Fig. 1: run 1, the metal 1 layer
The bar under the picture is 50 um long.
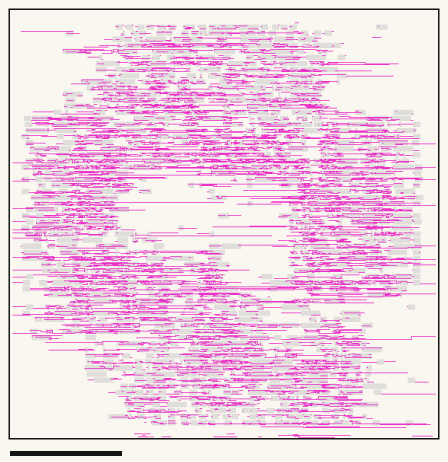
Fig. 2: run 1, signal wires on met2
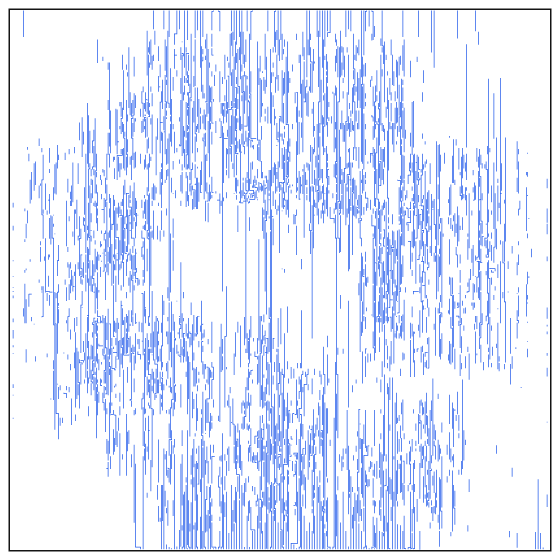
Fig. 3: run 1, the metal 3 layer
The bar under the picture is 50 um long.
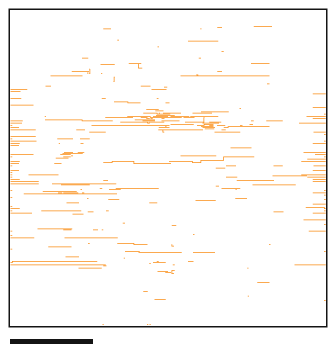
[src/rtl/clint_pkg.sv]
// clint_pkg: register offsets, reset constants, FSM states and AXI channel types for the CLINT
package clint_pkg;

    localparam logic [15:0] MSIP_OFF     = 16'h0000;
    localparam logic [15:0] MTIMECMP_OFF = 16'h4000;
    localparam logic [15:0] MTIME_OFF    = 16'hBFF8;
    localparam logic [63:0] MTIMECMP_RST = 64'hFFFF_FFFF_FFFF_FFFF;

    localparam logic [1:0] RESP_OKAY   = 2'b00;
    localparam logic [1:0] RESP_SLVERR = 2'b10;
    localparam logic [1:0] RESP_DECERR = 2'b11;

    typedef enum logic [1:0] {IDLE, WDATA, WRESP, RDATA} state_e;

    typedef struct packed {
        logic [5:0]  id;
        logic [63:0] addr;
        logic [7:0]  len;
    } ax_chan_t;

    typedef struct packed {
        logic [63:0] data;
        logic [7:0]  strb;
        logic        last;
    } w_chan_t;

    typedef struct packed {
        logic [5:0] id;
        logic [1:0] resp;
    } b_chan_t;

    typedef struct packed {
        logic [5:0]  id;
        logic [63:0] data;
        logic [1:0]  resp;
        logic        last;
    } r_chan_t;

    typedef struct packed {
        ax_chan_t aw;
        logic     aw_valid;
        w_chan_t  w;
        logic     w_valid;
        logic     b_ready;
        ax_chan_t ar;
        logic     ar_valid;
        logic     r_ready;
    } clint_req_t;

    typedef struct packed {
        logic    aw_ready;
        logic    ar_ready;
        logic    w_ready;
        logic    b_valid;
        b_chan_t b;
        logic    r_valid;
        r_chan_t r;
    } clint_resp_t;

    // Byte-wise merge of write data into a 64-bit register under wstrb
    function automatic logic [63:0] strb_merge(input logic [63:0] cur, input logic [63:0] wdata,
                                               input logic [7:0] strb);
        logic [63:0] res;
        for (int i = 0; i < 8; i++) res[i*8 +: 8] = strb[i] ? wdata[i*8 +: 8] : cur[i*8 +: 8];
        return res;
    endfunction

endpackage

[src/rtl/clint_rtc_tick.sv]
// clint_rtc_tick: 2-flop synchronizer plus rising-edge detect turning rtc_i into single-cycle ticks
module clint_rtc_tick (
    input  logic clk_i,
    input  logic rst_ni,
    input  logic rtc_i,
    output logic tick_o
);

    logic [2:0] sync_q;

    // Two synchronizer stages followed by a history flop for edge detection
    always_ff @(posedge clk_i or negedge rst_ni) begin
        if (!rst_ni) sync_q <= '0;
        else sync_q <= {sync_q[1:0], rtc_i};
    end

    assign tick_o = sync_q[1] & ~sync_q[2];

endmodule

[src/rtl/ara_clint_axi.sv]
// ara_clint_axi: AXI4 CLINT (msip/mtimecmp/mtime) for up to 8 harts; ARA_CLINT_RTC_SYNC_EN selects a synchronized rtc_i edge as the tick
module ara_clint_axi
    import clint_pkg::*;
#(
    parameter int unsigned NrHarts      = 1,
    parameter int unsigned AxiAddrWidth = 64,
    parameter int unsigned AxiDataWidth = 64,
    parameter int unsigned AxiIdWidth   = 6,
    parameter type axi_req_t  = clint_pkg::clint_req_t,
    parameter type axi_resp_t = clint_pkg::clint_resp_t
) (
    input  logic               clk_i,
    input  logic               rst_ni,
    input  logic               rtc_i,
    input  axi_req_t           axi_req_i,
    output axi_resp_t          axi_resp_o,
    output logic [NrHarts-1:0] ipi_o,
    output logic [NrHarts-1:0] time_irq_o
);

    if (AxiDataWidth != 64 || AxiAddrWidth < 16 || NrHarts < 1 || NrHarts > 8) begin : g_bad_cfg
        $error("ara_clint_axi: unsupported parameter configuration");
    end

    state_e                state_q;
    logic [AxiIdWidth-1:0] id_q;
    logic [15:0]           addr_q;
    logic [7:0]            len_q;
    logic [7:0]            beat_q;
    logic [1:0]            resp_q;
    logic [63:0]           rdata_q;
    logic [63:0]           mtime_q;
    logic [63:0]           mtimecmp_q [NrHarts];
    logic [NrHarts-1:0]    msip_q;
    logic [NrHarts-1:0]    irq_q;
    logic                  tick;
    logic [15:0]           rd_a;
    logic [63:0]           rd_data;
    logic                  rd_hit;
    logic [NrHarts-1:0]    wr_msip;
    logic [NrHarts-1:0]    wr_cmp;
    logic                  wr_mtime;
    logic                  wr_hit;
    logic                  wr_en;
    logic                  r_last;
    logic                  unused_ok;

`ifdef ARA_CLINT_RTC_SYNC_EN
    clint_rtc_tick u_rtc_tick (
        .clk_i  (clk_i),
        .rst_ni (rst_ni),
        .rtc_i  (rtc_i),
        .tick_o (tick)
    );
`else
    assign tick = rtc_i;
`endif

    assign rd_a      = axi_req_i.ar.addr[15:0];
    assign wr_hit    = wr_mtime | (|wr_msip) | (|wr_cmp);
    assign wr_en     = state_q == WDATA && axi_req_i.w_valid && len_q == 8'd0;
    assign r_last    = beat_q == len_q;
    assign ipi_o     = msip_q;
    assign time_irq_o = irq_q;
    assign unused_ok = ^{axi_req_i.aw.addr[63:16], axi_req_i.ar.addr[63:16], addr_q[1:0], rd_a[1:0]};

    // Address decode: write hits from the latched AW address, read data/hit from the live AR address
    always_comb begin
        wr_msip  = '0;
        wr_cmp   = '0;
        wr_mtime = addr_q[15:3] == MTIME_OFF[15:3];
        rd_hit   = rd_a[15:3] == MTIME_OFF[15:3];
        rd_data  = rd_hit ? mtime_q : '0;
        for (int h = 0; h < NrHarts; h++) begin
            wr_msip[h] = addr_q[15:2] == MSIP_OFF[15:2] + 14'(h);
            wr_cmp[h]  = addr_q[15:14] == MTIMECMP_OFF[15:14] && addr_q[13:3] == 11'(h);
            if (rd_a[15:2] == MSIP_OFF[15:2] + 14'(h)) begin
                rd_hit  = 1'b1;
                rd_data = rd_a[2] ? {31'b0, msip_q[h], 32'b0} : {63'b0, msip_q[h]};
            end
            if (rd_a[15:14] == MTIMECMP_OFF[15:14] && rd_a[13:3] == 11'(h)) begin
                rd_hit  = 1'b1;
                rd_data = mtimecmp_q[h];
            end
        end
    end

    // CLINT registers: byte-strobed writes, mtime tick (write wins), registered timer compare
    always_ff @(posedge clk_i or negedge rst_ni) begin
        if (!rst_ni) begin
            mtime_q <= '0;
            msip_q  <= '0;
            irq_q   <= '0;
            for (int h = 0; h < NrHarts; h++) mtimecmp_q[h] <= MTIMECMP_RST;
        end else begin
            mtime_q <= (wr_en && wr_mtime) ? strb_merge(mtime_q, axi_req_i.w.data, axi_req_i.w.strb)
                                           : mtime_q + 64'(tick);
            for (int h = 0; h < NrHarts; h++) begin
                if (wr_en && wr_cmp[h])
                    mtimecmp_q[h] <= strb_merge(mtimecmp_q[h], axi_req_i.w.data, axi_req_i.w.strb);
                if (wr_en && wr_msip[h] && (addr_q[2] ? axi_req_i.w.strb[4] : axi_req_i.w.strb[0]))
                    msip_q[h] <= addr_q[2] ? axi_req_i.w.data[32] : axi_req_i.w.data[0];
                irq_q[h] <= mtime_q >= mtimecmp_q[h];
            end
        end
    end

    // Transaction FSM: one AXI transaction at a time, AW wins over AR in IDLE
    always_ff @(posedge clk_i or negedge rst_ni) begin
        if (!rst_ni) begin
            state_q <= IDLE;
            id_q    <= '0;
            addr_q  <= '0;
            len_q   <= '0;
            beat_q  <= '0;
            resp_q  <= RESP_OKAY;
            rdata_q <= '0;
        end else begin
            case (state_q)
                IDLE: begin
                    if (axi_req_i.aw_valid) begin
                        state_q <= WDATA;
                        id_q    <= axi_req_i.aw.id;
                        addr_q  <= axi_req_i.aw.addr[15:0];
                        len_q   <= axi_req_i.aw.len;
                    end else if (axi_req_i.ar_valid) begin
                        state_q <= RDATA;
                        id_q    <= axi_req_i.ar.id;
                        addr_q  <= rd_a;
                        len_q   <= axi_req_i.ar.len;
                        beat_q  <= '0;
                        rdata_q <= axi_req_i.ar.len == 8'd0 ? rd_data : '0;
                        resp_q  <= axi_req_i.ar.len != 8'd0 ? RESP_SLVERR : rd_hit ? RESP_OKAY : RESP_DECERR;
                    end
                end
                WDATA: begin
                    if (axi_req_i.w_valid && axi_req_i.w.last) begin
                        state_q <= WRESP;
                        resp_q  <= len_q != 8'd0 ? RESP_SLVERR : wr_hit ? RESP_OKAY : RESP_DECERR;
                    end
                end
                WRESP: if (axi_req_i.b_ready) state_q <= IDLE;
                RDATA: begin
                    if (axi_req_i.r_ready) begin
                        beat_q <= beat_q + 8'd1;
                        if (r_last) state_q <= IDLE;
                    end
                end
                default: state_q <= IDLE;
            endcase
        end
    end

    // Handshake and response channel outputs decoded from the registered FSM state
    always_comb begin
        axi_resp_o          = '0;
        axi_resp_o.aw_ready = state_q == IDLE && axi_req_i.aw_valid;
        axi_resp_o.ar_ready = state_q == IDLE && !axi_req_i.aw_valid && axi_req_i.ar_valid;
        axi_resp_o.w_ready  = state_q == WDATA;
        axi_resp_o.b_valid  = state_q == WRESP;
        axi_resp_o.b.id     = id_q;
        axi_resp_o.b.resp   = resp_q;
        axi_resp_o.r_valid  = state_q == RDATA;
        axi_resp_o.r.id     = id_q;
        axi_resp_o.r.data   = rdata_q;
        axi_resp_o.r.resp   = resp_q;
        axi_resp_o.r.last   = r_last;
    end

endmodule

[config.mk]
export PLATFORM = sky130hd
export DESIGN_NAME = ara_clint_axi
export DESIGN_NICKNAME = d
export VERILOG_FILES = /design/src/rtl/clint_pkg.sv /design/src/rtl/clint_rtc_tick.sv /design/src/rtl/ara_clint_axi.sv
export SDC_FILE = /design/constraint.sdc
export NUM_CORES = 1
export LEC_CHECK = 0
export CAP_MARGIN = 30
export CORE_MARGIN = 5
export CORE_UTILIZATION = 40
export CTS_BUF_LIST = sky130_fd_sc_hd__clkbuf_8
export CTS_CLUSTER_SIZE = 8
export DETAILED_ROUTE_END_ITERATION = 7
export HOLD_SLACK_MARGIN = 0.02
export PLACE_DENSITY = 0.76
export SYNTH_ARGS = -nofsm -noshare
export SYNTH_HDL_FRONTEND = slang
export SYNTH_SLANG_ARGS = --single-unit
[constraint.sdc]
create_clock -name clk_i -period 3.4 [get_ports clk_i]
set_input_delay 0.85 -clock clk_i [delete_from_list [all_inputs] [get_ports clk_i]]
set_output_delay 0.85 -clock clk_i [all_outputs]
set_load 0.005 [all_outputs]
==> datasheet_impl.txt, run 1 <==
Table: implementation figures

Parameter                              Value

Floorplan
  Die extent in x .................. 191.2 um
  Row count .................. 66
  Core region area .................. 0.03245 sq mm
  Die Outline Area .................. 0.03657 sq mm
  FP Util .................. 40.48%

Finish
  Synthesis-to-layout area growth .................. 28.44%
  Final core utilization .................. 51.99%
  Fill cell instance count of the final layout .................. 2943
  Seq. cell area .................. 0.005936 sq mm
  MI comb area .................. 0.006605 sq mm

Clock network
  Root buffer cell .................. sky130_fd_sc_hd__clkbuf_8
  Maximum buffer depth of the clock tree .................. 3
  # H-tree levels .................. 2
  Number of buffers created by CTS .................. 44
  Post-cts hold-fix buffer tally .................. 0
  Number of sinks driven by the clock tree .................. 234
  Clock tree from TritonCTS .................. yes
  Worst-path clk slew .................. 0.06 ns

Critical path
  End of the worst register-to-register path .................. mtime_q[24]
  Type of destination of the critical path .................. output port
  Most Frequent Cell on Critical Path .................. sky130_fd_sc_hd__clkdlybuf4s50_1
  Critical path depth in cells .................. 4
  Startpoint of the worst register-to-register path .................. addr_q[3]
  Cell Chain, Critical Path .................. clkdlybuf4s50_1, nand3b_1, clkinv_1, clkdlybuf4s50_1
  Master of the slowest instance on the critical path .................. sky130_fd_sc_hd__clkdlybuf4s50_1
  CP max stage delay .................. 0.51 ns
  Kind of critical path .................. in -> out
  Critical Path RT .................. 2.55 ns
  Maximum fanout count along the critical path .................. 3
  Cell family contributing the most delay on the critical path .................. buffers and inverters
  Buffer-and-inverter tally for the worst setup path .................. 3
  FF-to-FF path depth .................. 8
  Arrival time of the worst setup path .................. 2.05 ns

Route
  Routed wire per std cell .................. 18.76 um
  Via count .................. 11624
  First-pass iteration count of the detailed router .................. 5
  Ratio of routed vias to standard cells .................. 5.562
  Final routed wirelength across all metal layers .................. 39210 um
  Routed Antenna Nets .................. 0
  # DRC .................. 0
  Drt first-iter violations .................. 881

Synth
  Chip Area, Yosys .................. 0.01314 sq mm
  Post-synth design cell area .................. 0.01314 sq mm
  Count of cell types in the netlist .................. 70
  Most common cell in the netlist .................. sky130_fd_sc_hd__dfrtp_1
  Top FF cell, synth .................. sky130_fd_sc_hd__dfrtp_1
  Post-synth regs .................. 234
  Mean area per synthesized cell .................. 9.527 sq um
  Synthesized instance count .................. 1379
  Top cell type by total area after synthesis .................. sky130_fd_sc_hd__dfrtp_1
  Share of the synthesized area in the top cell type .................. 32.38%
  Top area cell types .................. sky130_fd_sc_hd__dfrtp_1 (32%), sky130_fd_sc_hd__dfstp_2 (13%), sky130_fd_sc_hd__ha_1 (6.4%)

Power and ir drop
  Post-layout total power .................. 0.007359 W
  Leakage power .................. 6.993 nW
  Peak VDD IR .................. 0.0003508 V

Place
  Setup slack after placement .................. 0.05286 ns
  Final HPWL from detailed placement .................. 28760 um
  Buffers added on ports .................. 224
  Placed Area .................. 0.01597 sq mm

Timing
  Worst Skew .................. 0.01863 ns
  Crit share post-route .................. 85.34%
  Total count of hold-check failures in the final report .................. 0
  Max-slew headroom at the worst pin .................. 50.92%
  Number of setup violations in the final report .................. 0
  Final-report max-slew violation count .................. 0
  Final Worst Setup Slack .................. 0.4983 ns
  Clock period minus final worst setup slack .................. 2.902 ns
  Pin slew with the least headroom to its limit .................. 0.7362 ns

Global route
  Wire length of the first global-routing pass .................. 62570 um
  Global route overflow .................. 0
  Overall global routing resource usage .................. 20.99%
  Maximum number of pins on one net before global-route repair .................. 75

Run
  Tally of OpenROAD warnings .................. 126
  Max capacitance violation total .................. 0

Min path
  Class of the most critical hold timing path .................. in -> async

Outcome
  Result of the run .................. completed
About Fig. 1:
wire length on this layer: 17300 um
share of all routed wire: 44%
longest straight run: 54.7 um

About Fig. 2:
share of all routed wire: 48%
main direction: vertical
longest straight run: 69.9 um

About Fig. 3:
wire length on this layer: 2090 um
share of all routed wire: 5.3%

==> run 1: area by class of cell <==
| class | instances | share of cell area, % |
|---|---|---|
| antenna | 2 | 0.02966 |
| clock buffer | 55 | 4.486 |
| clock inverter | 27 | 0.8601 |
| inverter | 76 | 1.691 |
| multi-input combinational | 994 | 39.14 |
| sequential | 234 | 35.18 |
| tap | 442 | 3.277 |
| timing repair buffer | 260 | 15.33 |
==> run 1: per-stage QoR <==
step	hold WS, ns	instances
floorplan	0.4720	1379
global placement	0.4613	2006
detailed placement	0.4706	2006
CTS	0.2894	2088
global route	0.3121	2090
finish	0.2707	2090
==> run 1: cells by family (layout without fill, tap and decap cells) <==
family | count (synthesis) | in the layout | synth area share (%)
AND-OR/OR-AND | 358 | 358 | 17.40
XOR/XNOR | 17 | 17 | 1.133
adder cells (fa/ha/maj) | 67 | 67 | 6.381
buffers and inverters | 151 | 418 | 4.705
flip-flops | 234 | 234 | 45.18
multiplexers | 101 | 101 | 8.324
other | 0 | 2 | 0
AND/OR/NAND/NOR | 451 | 451 | 16.88
==> run 1: layer usage <==
layer	share of wire [%]	up-vias	track usage [%]
met5	0	-	0
met4	2.2	0	6.050
met3	5.3	76	3.214
met2	48	359	34.88
met1	44	5665	28.55
li1	-	5524	-
==> run 1: cell usage in the layout, fill, tap and decap left out, drive strengths merged, types with 5 or more instances in the layout <==
master           n
a22oi           65
o21ai           95
and4             7
nor4            21
clkbuf          55
clkinv           9
inv             91
a31oi            8
buf             38
and3            18
dfrtp          170
dfstp           64
or3              8
nand4           38
nand3           36
nand2          139
nor3            27
nand2b           5
o221a            5
xor2             5
or4              5
o31ai            5
ha              67
a21o            10
o22ai           11
xnor2           12
nor2           111
a211oi          26
and2            16
a21oi           87
mux2            66
mux2i           35
clkdlybuf4s50  222
nor2b            8
a311oi           9
a221oi           5
==> run 1: report_power, final <==
part           switching (W)  internal [W]
sequential          0.000279       0.00303
combinational       0.000611      0.000649
clock                0.00125       0.00154
==> run 1: worst max path at each step <==
stage                              start              to  slack [ns]
after floorplan           axi_req_i[155]  axi_resp_o[85]        0.43
after global placement             rtc_i     mtime_q[28]        0.06
after detailed placement           rtc_i     mtime_q[51]        0.05
after CTS                   axi_req_i[1]  axi_resp_o[84]        0.48
after global routing               rtc_i     mtime_q[32]        0.40
final                       axi_req_i[1]  axi_resp_o[84]        0.50
==> run 1: flip-flops by register name, summed over array words and instances, names as in the netlist, 6 cells and up <==
register	count
addr_q	14
rdata_q	64
id_q	6
beat_q	8
mtime_q	64
len_q	8
mtimecmp_q	64
==> run 1: worst reg2reg max path, cell delays in order (launching register included) <==
cell	delay, ns
sky130_fd_sc_hd__dfrtp_1	0.38
sky130_fd_sc_hd__nand4_1	0.11
sky130_fd_sc_hd__or4_1	0.81
sky130_fd_sc_hd__o211ai_2	0.44
sky130_fd_sc_hd__buf_4	0.24
sky130_fd_sc_hd__nor2_1	0.07
sky130_fd_sc_hd__buf_4	0.14
sky130_fd_sc_hd__and3_1	0.17
sky130_fd_sc_hd__a211o_1	0.23
## Run 2: what changed since run 1
Settings changed: ABC_AREA from default to 1, PLACE_DENSITY 0.76 to 0.75.
Clock period 3.4 ns to 3.3 ns, I/O delays scaled along.
Fig. 4: run 2, signal wires on met2
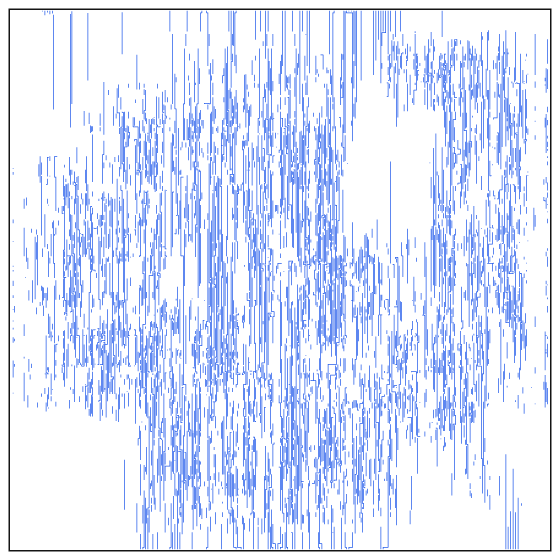
grt met2 use: 38.76%
final routed wirelength across all metal layers: 49070 um
via count: 14925

Fig. 5: run 2, clock nets
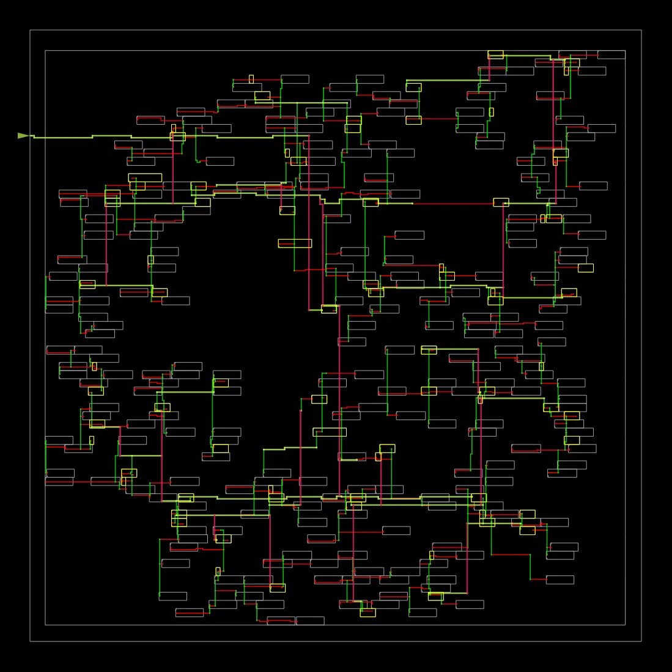
number of buffers created by CTS: 44
Clock buffer cells: 56
clock network power: 0.00307 W
number of sinks driven by the clock tree: 234

==> run 2 against run 1 <==
Against the previous run: clock skew is 0.0029 ns higher; critical path depth rose by 1; clock-buffer cell count increased by 1; hold slack worse by 0.10 ns; highest routed layer is now met5; clock power rose by about 10%; synthesized cell count rose by 54%; largest power group unchanged; wire length grew 25%; total power rose by 15%; first-iteration DRC count increased by 17%; global-route usage rose by 2.6 points; sequential share of layout area shrank 3.4 points.
==> datasheet_impl.txt, run 2 <==
Table: implementation figures

Parameter                              Value

Place
  # placed instances .................. 2779 (was 2006)

Finish
  Largest registers .................. mtime_q (64), mtimecmp_q (64), rdata_q (64) (unchanged)
  Synthesis-to-layout area growth .................. 25.65% (was 28.44%)
  Number of non-filler instances in the completed layout .................. 2858 (was 2090)
  Most instantiated logic cells after routing .................. sky130_fd_sc_hd__nand2_1 (750), sky130_fd_sc_hd__inv_1 (265), sky130_fd_sc_hd__clkdlybuf4s50_1 (223), sky130_fd_sc_hd__nor2_1 (180), sky130_fd_sc_hd__dfrtp_1 (170) (was sky130_fd_sc_hd__clkdlybuf4s50_1 (222), sky130_fd_sc_hd__dfrtp_1 (170), sky130_fd_sc_hd__nand2_1 (138), sky130_fd_sc_hd__nor2_1 (109), sky130_fd_sc_hd__o21ai_0 (95))
  Commonest Layout Cell .................. sky130_fd_sc_hd__nand2_1 (was sky130_fd_sc_hd__clkdlybuf4s50_1)
  Fill cell instance count of the final layout .................. 3640 (was 2943)
  Antenna fix cells .................. 0 (was 2)

Timing
  Worst Skew .................. 0.02155 ns (was 0.01863 ns)
  Number of setup violations in the final report .................. 0 (unchanged)
  Max-slew headroom at the worst pin .................. 47.04% (was 50.92%)
  Final-report max-slew violation count .................. 0 (unchanged)
  Clock period minus final worst setup slack .................. 3.116 ns

Critical path
  Kind of critical path .................. in -> out (unchanged)
  Master of the slowest instance on the critical path .................. sky130_fd_sc_hd__clkdlybuf4s50_1 (unchanged)
  Buffer-and-inverter tally for the worst setup path .................. 4 (was 3)
  Type of destination of the critical path .................. output port (unchanged)
  Cell Chain, Critical Path .................. clkdlybuf4s50_1, inv_2, nand3_2, inv_1, clkdlybuf4s50_1 (was clkdlybuf4s50_1, nand3b_1, clkinv_1, clkdlybuf4s50_1)
  Most Frequent Cell on Critical Path .................. sky130_fd_sc_hd__clkdlybuf4s50_1 (unchanged)
  Critical Path RT .................. 2.47 ns (was 2.55 ns)
  Cell family contributing the most delay on the critical path .................. buffers and inverters (unchanged)
  CP max stage delay .................. 0.52 ns (was 0.51 ns)

Route
  # DRC .................. 0 (unchanged)
  Met3 Routed Length .................. 3432 um (was 2093 um)
  Drt first-iter violations .................. 1030 (was 881)
  Routed length on met1 .................. 21280 um (was 17280 um)
  WL met2 .................. 22660 um (was 18970 um)
  First-pass iteration count of the detailed router .................. 6 (was 5)
  Routed wire per std cell .................. 17.17 um (was 18.76 um)
  Ratio of routed vias to standard cells .................. 5.222 (was 5.562)
  Top layer in use .................. met5 (was met4)

Run
  Tally of OpenROAD warnings .................. 126 (unchanged)
  Max capacitance violation total .................. 0 (unchanged)

Power and ir drop
  Leakage power .................. 8.616 nW (was 6.993 nW)
  Post-layout total power .................. 0.008497 W (was 0.007359 W)
  Peak VDD IR .................. 0.0003662 V (was 0.0003508 V)

Synth
  Mean area per synthesized cell .................. 7.004 sq um (was 9.527 sq um)
  Post-synth regs .................. 234 (unchanged)
  Count of cell types in the netlist .................. 39 (was 70)
  Chip Area, Yosys .................. 0.01485 sq mm (was 0.01314 sq mm)
  Synthesized instance count .................. 2120 (was 1379)
  Top cell type by total area after synthesis .................. sky130_fd_sc_hd__dfrtp_1 (unchanged)
  Post-synth design cell area .................. 0.01485 sq mm (was 0.01314 sq mm)
  Top area cell types .................. sky130_fd_sc_hd__dfrtp_1 (29%), sky130_fd_sc_hd__nand2_1 (19%), sky130_fd_sc_hd__dfstp_2 (11%) (was sky130_fd_sc_hd__dfrtp_1 (32%), sky130_fd_sc_hd__dfstp_2 (13%), sky130_fd_sc_hd__ha_1 (6.4%))
  Most common cell in the netlist .................. sky130_fd_sc_hd__nand2_1 (was sky130_fd_sc_hd__dfrtp_1)
  Top FF cell, synth .................. sky130_fd_sc_hd__dfrtp_1 (unchanged)

Clock network
  Root buffer cell .................. sky130_fd_sc_hd__clkbuf_8 (unchanged)
  Worst-path clk slew .................. 0.06 ns (about the same)
  # H-tree levels .................. 2 (unchanged)
  Post-cts hold-fix buffer tally .................. 0 (unchanged)
  Maximum buffer depth of the clock tree .................. 3 (unchanged)
  Clock tree from TritonCTS .................. yes (unchanged)

Global route
  Global route overflow .................. 0 (unchanged)
  Overall global routing resource usage .................. 23.64% (was 20.99%)

Floorplan
  Core region area .................. 0.03661 sq mm (was 0.03245 sq mm)
  Die extent in x .................. 202.7 um (was 191.2 um)
  Die Outline Area .................. 0.04107 sq mm (was 0.03657 sq mm)

Outcome
  Result of the run .................. completed (unchanged)

Min path
  Class of the most critical hold timing path .................. in -> async (unchanged)
run 2: per-layer routing:
layer / vias to the layer above / GRT usage (%)
li1: 7297 / -
met4: 4 / 8.002
met1: 6974 / 31.09
met5: - / 0
met2: 551 / 38.76
met3: 99 / 5.303
run 2: per-stage QoR:
step	worst slack [ns]	hold WS, ns	util, %	area (sq um)
final	0.1841	0.1696	50.96	18660
after global routing	0.1210	0.1833	50.96	18660
after CTS	0.1716	0.1600	50.96	18660
after detailed placement	0.1798	0.4546	48.39	17720
after global placement	0.1550	0.4490	48.39	17720
after floorplan	0.8887	0.4419	-	14850
run 2: report_power, final:
part	switching, W	leakage (nW)	internal (W)
logic	0.00112	5.21	0.000844
clock network	0.00132	0.547	0.00175
registers	0.000299	2.86	0.00316
total	0.00274	8.62	0.00576
run 2: layout make-up:
type,count,area (sq um),share of cell area [%]
tap,468,585.6,3.139
inverter,252,945.9,5.070
sequential,234,5936,31.82
timing repair buffer,269,2660,14.26
multi-input combinational,1556,7590,40.68
clock inverter,23,168.9,0.9054
clock buffer,56,770.7,4.131
run 2: kinds of logic (layout without fill, tap and decap cells):
kind of cell	count (synthesis)	count (layout)	synth area share, %
AND/OR/NAND/NOR	1177	1177	32.79
buffers and inverters	330	600	9.109
AND-OR/OR-AND	293	293	11.36
flip-flops	234	234	39.98
adder cells (fa/ha/maj)	67	67	5.646
XOR/XNOR	19	19	1.121
run 2: worst paths after layout:
check                                 endpoint  depth (start not counted)  slack (ns)            from
worst min-delay path                rdata_q[6]                          1        0.17          rst_ni
worst max register to register      time_irq_o                         11        1.05  mtimecmp_q[59]
worst max-delay path            axi_resp_o[84]                          5        0.18  axi_req_i[155]
min in group clk_i              mtimecmp_q[11]                          2        0.46  mtimecmp_q[11]
worst min register to register  mtimecmp_q[11]                          2        0.46  mtimecmp_q[11]
max in group asynchronous       mtimecmp_q[34]                          2        2.30          rst_ni
## Run 3: what changed since run 2
Settings changed: SKIP_CTS_REPAIR_TIMING from default to 1, SLEW_MARGIN from default to 20.
Fig. 6: run 3, clock nets
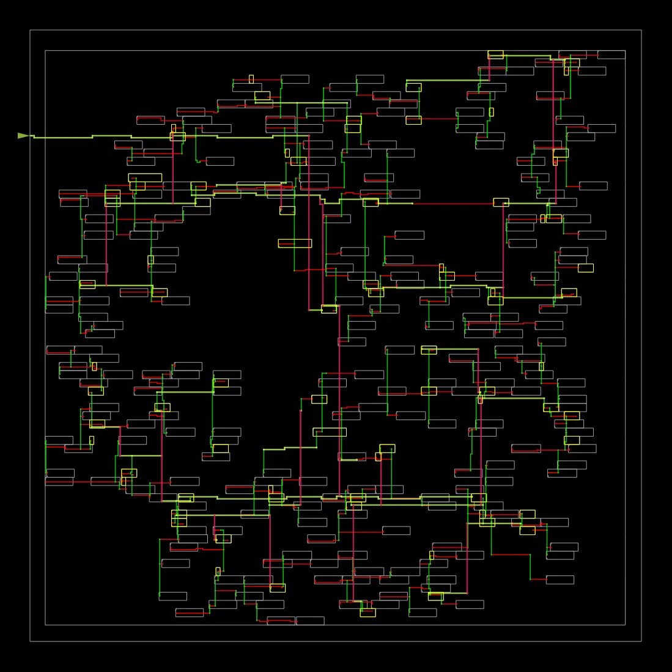
Worst Skew: 0.02155 ns
Clk Latency, worst-skew pair: 0.60 ns
sequential cells: 234

Fig. 7: run 3, the metal 3 layer
The bar under the picture is 50 um long.
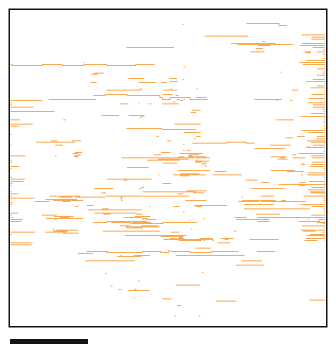
main direction: horizontal
share of all routed wire: 7.0%
wire length on this layer: 3430 um

==> run 3 against run 2 <==
Against the previous run: final cell count stayed put; synthesized area did not move; sequential power barely moved; clock power about the same; via count did not move; clock-buffer cell count is the same; global-route usage unchanged; combinational power hardly changed.
==> datasheet_impl.txt, run 3 <==
Table: implementation figures

Parameter                              Value

Finish
  Seq. cell area .................. 0.005936 sq mm (unchanged)
  Commonest Layout Cell .................. sky130_fd_sc_hd__nand2_1 (unchanged)
  Largest registers .................. mtime_q (64), mtimecmp_q (64), rdata_q (64) (unchanged)
  MI comb area .................. 0.007590 sq mm (unchanged)
  Fill cell instance count of the final layout .................. 3640 (unchanged)
  Number of non-filler instances in the completed layout .................. 2858 (unchanged)
  Synthesis-to-layout area growth .................. 25.65% (unchanged)

Floorplan
  Die Outline Area .................. 0.04107 sq mm (unchanged)
  Core region area .................. 0.03661 sq mm (unchanged)
  Die extent in x .................. 202.7 um (unchanged)
  Row count .................. 70 (unchanged)

Synth
  Mean area per synthesized cell .................. 7.004 sq um (unchanged)
  Top cell type by total area after synthesis .................. sky130_fd_sc_hd__dfrtp_1 (unchanged)
  Synthesized instance count .................. 2120 (unchanged)
  Top FF cell, synth .................. sky130_fd_sc_hd__dfrtp_1 (unchanged)
  Post-synth regs .................. 234 (unchanged)
  Top area cell types .................. sky130_fd_sc_hd__dfrtp_1 (29%), sky130_fd_sc_hd__nand2_1 (19%), sky130_fd_sc_hd__dfstp_2 (11%) (unchanged)
  Count of cell types in the netlist .................. 39 (unchanged)
  Chip Area, Yosys .................. 0.01485 sq mm (unchanged)

Min path
  Class of the most critical hold timing path .................. in -> async (unchanged)

Place
  Final HPWL from detailed placement .................. 36950 um (unchanged)
  Setup slack after placement .................. 0.1798 ns (unchanged)
  Buffers added on ports .................. 224 (unchanged)

Clock network
  Worst-path clk slew .................. 0.06 ns (about the same)
  Maximum buffer depth of the clock tree .................. 3 (unchanged)
  Clock tree from TritonCTS .................. yes (unchanged)
  Root buffer cell .................. sky130_fd_sc_hd__clkbuf_8 (unchanged)
  Number of buffers created by CTS .................. 44 (unchanged)

Critical path
  Arrival time of the worst setup path .................. 2.29 ns (about the same)
  Startpoint of the worst register-to-register path .................. mtimecmp_q[59] (unchanged)
  Kind of critical path .................. in -> out (unchanged)
  Beginning of the critical path .................. axi_req_i[155] (unchanged)
  Critical Path RT .................. 2.47 ns (about the same)
  Type of destination of the critical path .................. output port (unchanged)
  Capturing element of the worst setup path .................. axi_resp_o[84] (unchanged)
  End of the worst register-to-register path .................. time_irq_o (unchanged)
  FF-to-FF path depth .................. 11 (unchanged)

Timing
  Final-report max-slew violation count .................. 0 (unchanged)
  Total count of hold-check failures in the final report .................. 0 (unchanged)
  Clock period minus final worst setup slack .................. 3.116 ns (unchanged)
  Pin slew with the least headroom to its limit .................. 0.7943 ns (unchanged)
  Final Worst Setup Slack .................. 0.1841 ns (unchanged)
  Number of setup violations in the final report .................. 0 (unchanged)

Run
  Tally of OpenROAD warnings .................. 126 (unchanged)
  Max capacitance violation total .................. 0 (unchanged)

Outcome
  Result of the run .................. completed (unchanged)

Route
  Via count .................. 14925 (unchanged)
  Routed wire per std cell .................. 17.17 um (unchanged)

Global route
  Maximum number of pins on one net before global-route repair .................. 68 (unchanged)
  Overall global routing resource usage .................. 23.64% (unchanged)

Power and ir drop
  Post-layout total power .................. 0.008497 W (unchanged)
  Leakage power .................. 8.616 nW (unchanged)
## run 3: cell counts after synthesis
Identical to the previous run, type by type.
## run 3: routing by layer
layer  vias up  GRT usage [%]  routed length (um)
met5         -              0                  21
met3        99          5.303                3432
li1       7297              -                   -
met1      6974          31.09               21280
met4         4          8.002                1673
met2       551          38.76               22660
## run 3: where the power goes
part | leakage, nW | internal, W | total (W) | switching [W]
clock network | 0.547 | 0.00175 | 0.00307 | 0.00132
registers | 2.86 | 0.00316 | 0.00346 | 0.000299
logic | 5.21 | 0.000844 | 0.00196 | 0.00112
total | 8.62 | 0.00576 | 0.00850 | 0.00274
## run 3: worst max-delay path, stage by stage
cell                              delay, ns
sky130_fd_sc_hd__clkdlybuf4s50_1       0.43
sky130_fd_sc_hd__inv_2                 0.16
sky130_fd_sc_hd__nand3_2               0.18
sky130_fd_sc_hd__inv_1                 0.16
sky130_fd_sc_hd__clkdlybuf4s50_1       0.52
## run 3: kinds of logic (layout without fill, tap and decap cells)
kind of cell	Yosys count	after routing	share of synthesized area, %
AND-OR/OR-AND	293	293	11.36
XOR/XNOR	19	19	1.121
adder cells (fa/ha/maj)	67	67	5.646
buffers and inverters	330	600	9.109
flip-flops	234	234	39.98
AND/OR/NAND/NOR	1177	1177	32.79
## run 3: stage by stage
step                      area, sq um  hold WS (ns)
final                           18660        0.1696
after CTS                       18660        0.1600
after global placement          17720        0.4490
after global routing            18660        0.1833
after detailed placement        17720        0.4546
after floorplan                 14850        0.4419
## run 3: cell type report
cell class                      instances  area share, %
Clock inverter                         23         0.9054
Tap cell                              468          3.139
Multi-Input combinational cell       1556          40.68
Inverter                              252          5.070
Sequential cell                       234          31.82
Clock buffer                           56          4.131
Timing Repair Buffer                  269          14.26
## run 3: worst min path at each step
stage / from / endpoint / cells past startpoint
3_3_place_gp: mtimecmp_q[2] / mtimecmp_q[2] / 2
4_1_cts: rst_ni / rdata_q[6] / 1
5_1_grt: rst_ni / rdata_q[6] / 1
3_5_place_dp: mtimecmp_q[33] / mtimecmp_q[33] / 2
6_report: rst_ni / rdata_q[6] / 1
2_1_floorplan: mtimecmp_q[16] / mtimecmp_q[16] / 2
Power figures rest on the tool's default switching activity, not on a simulated workload.
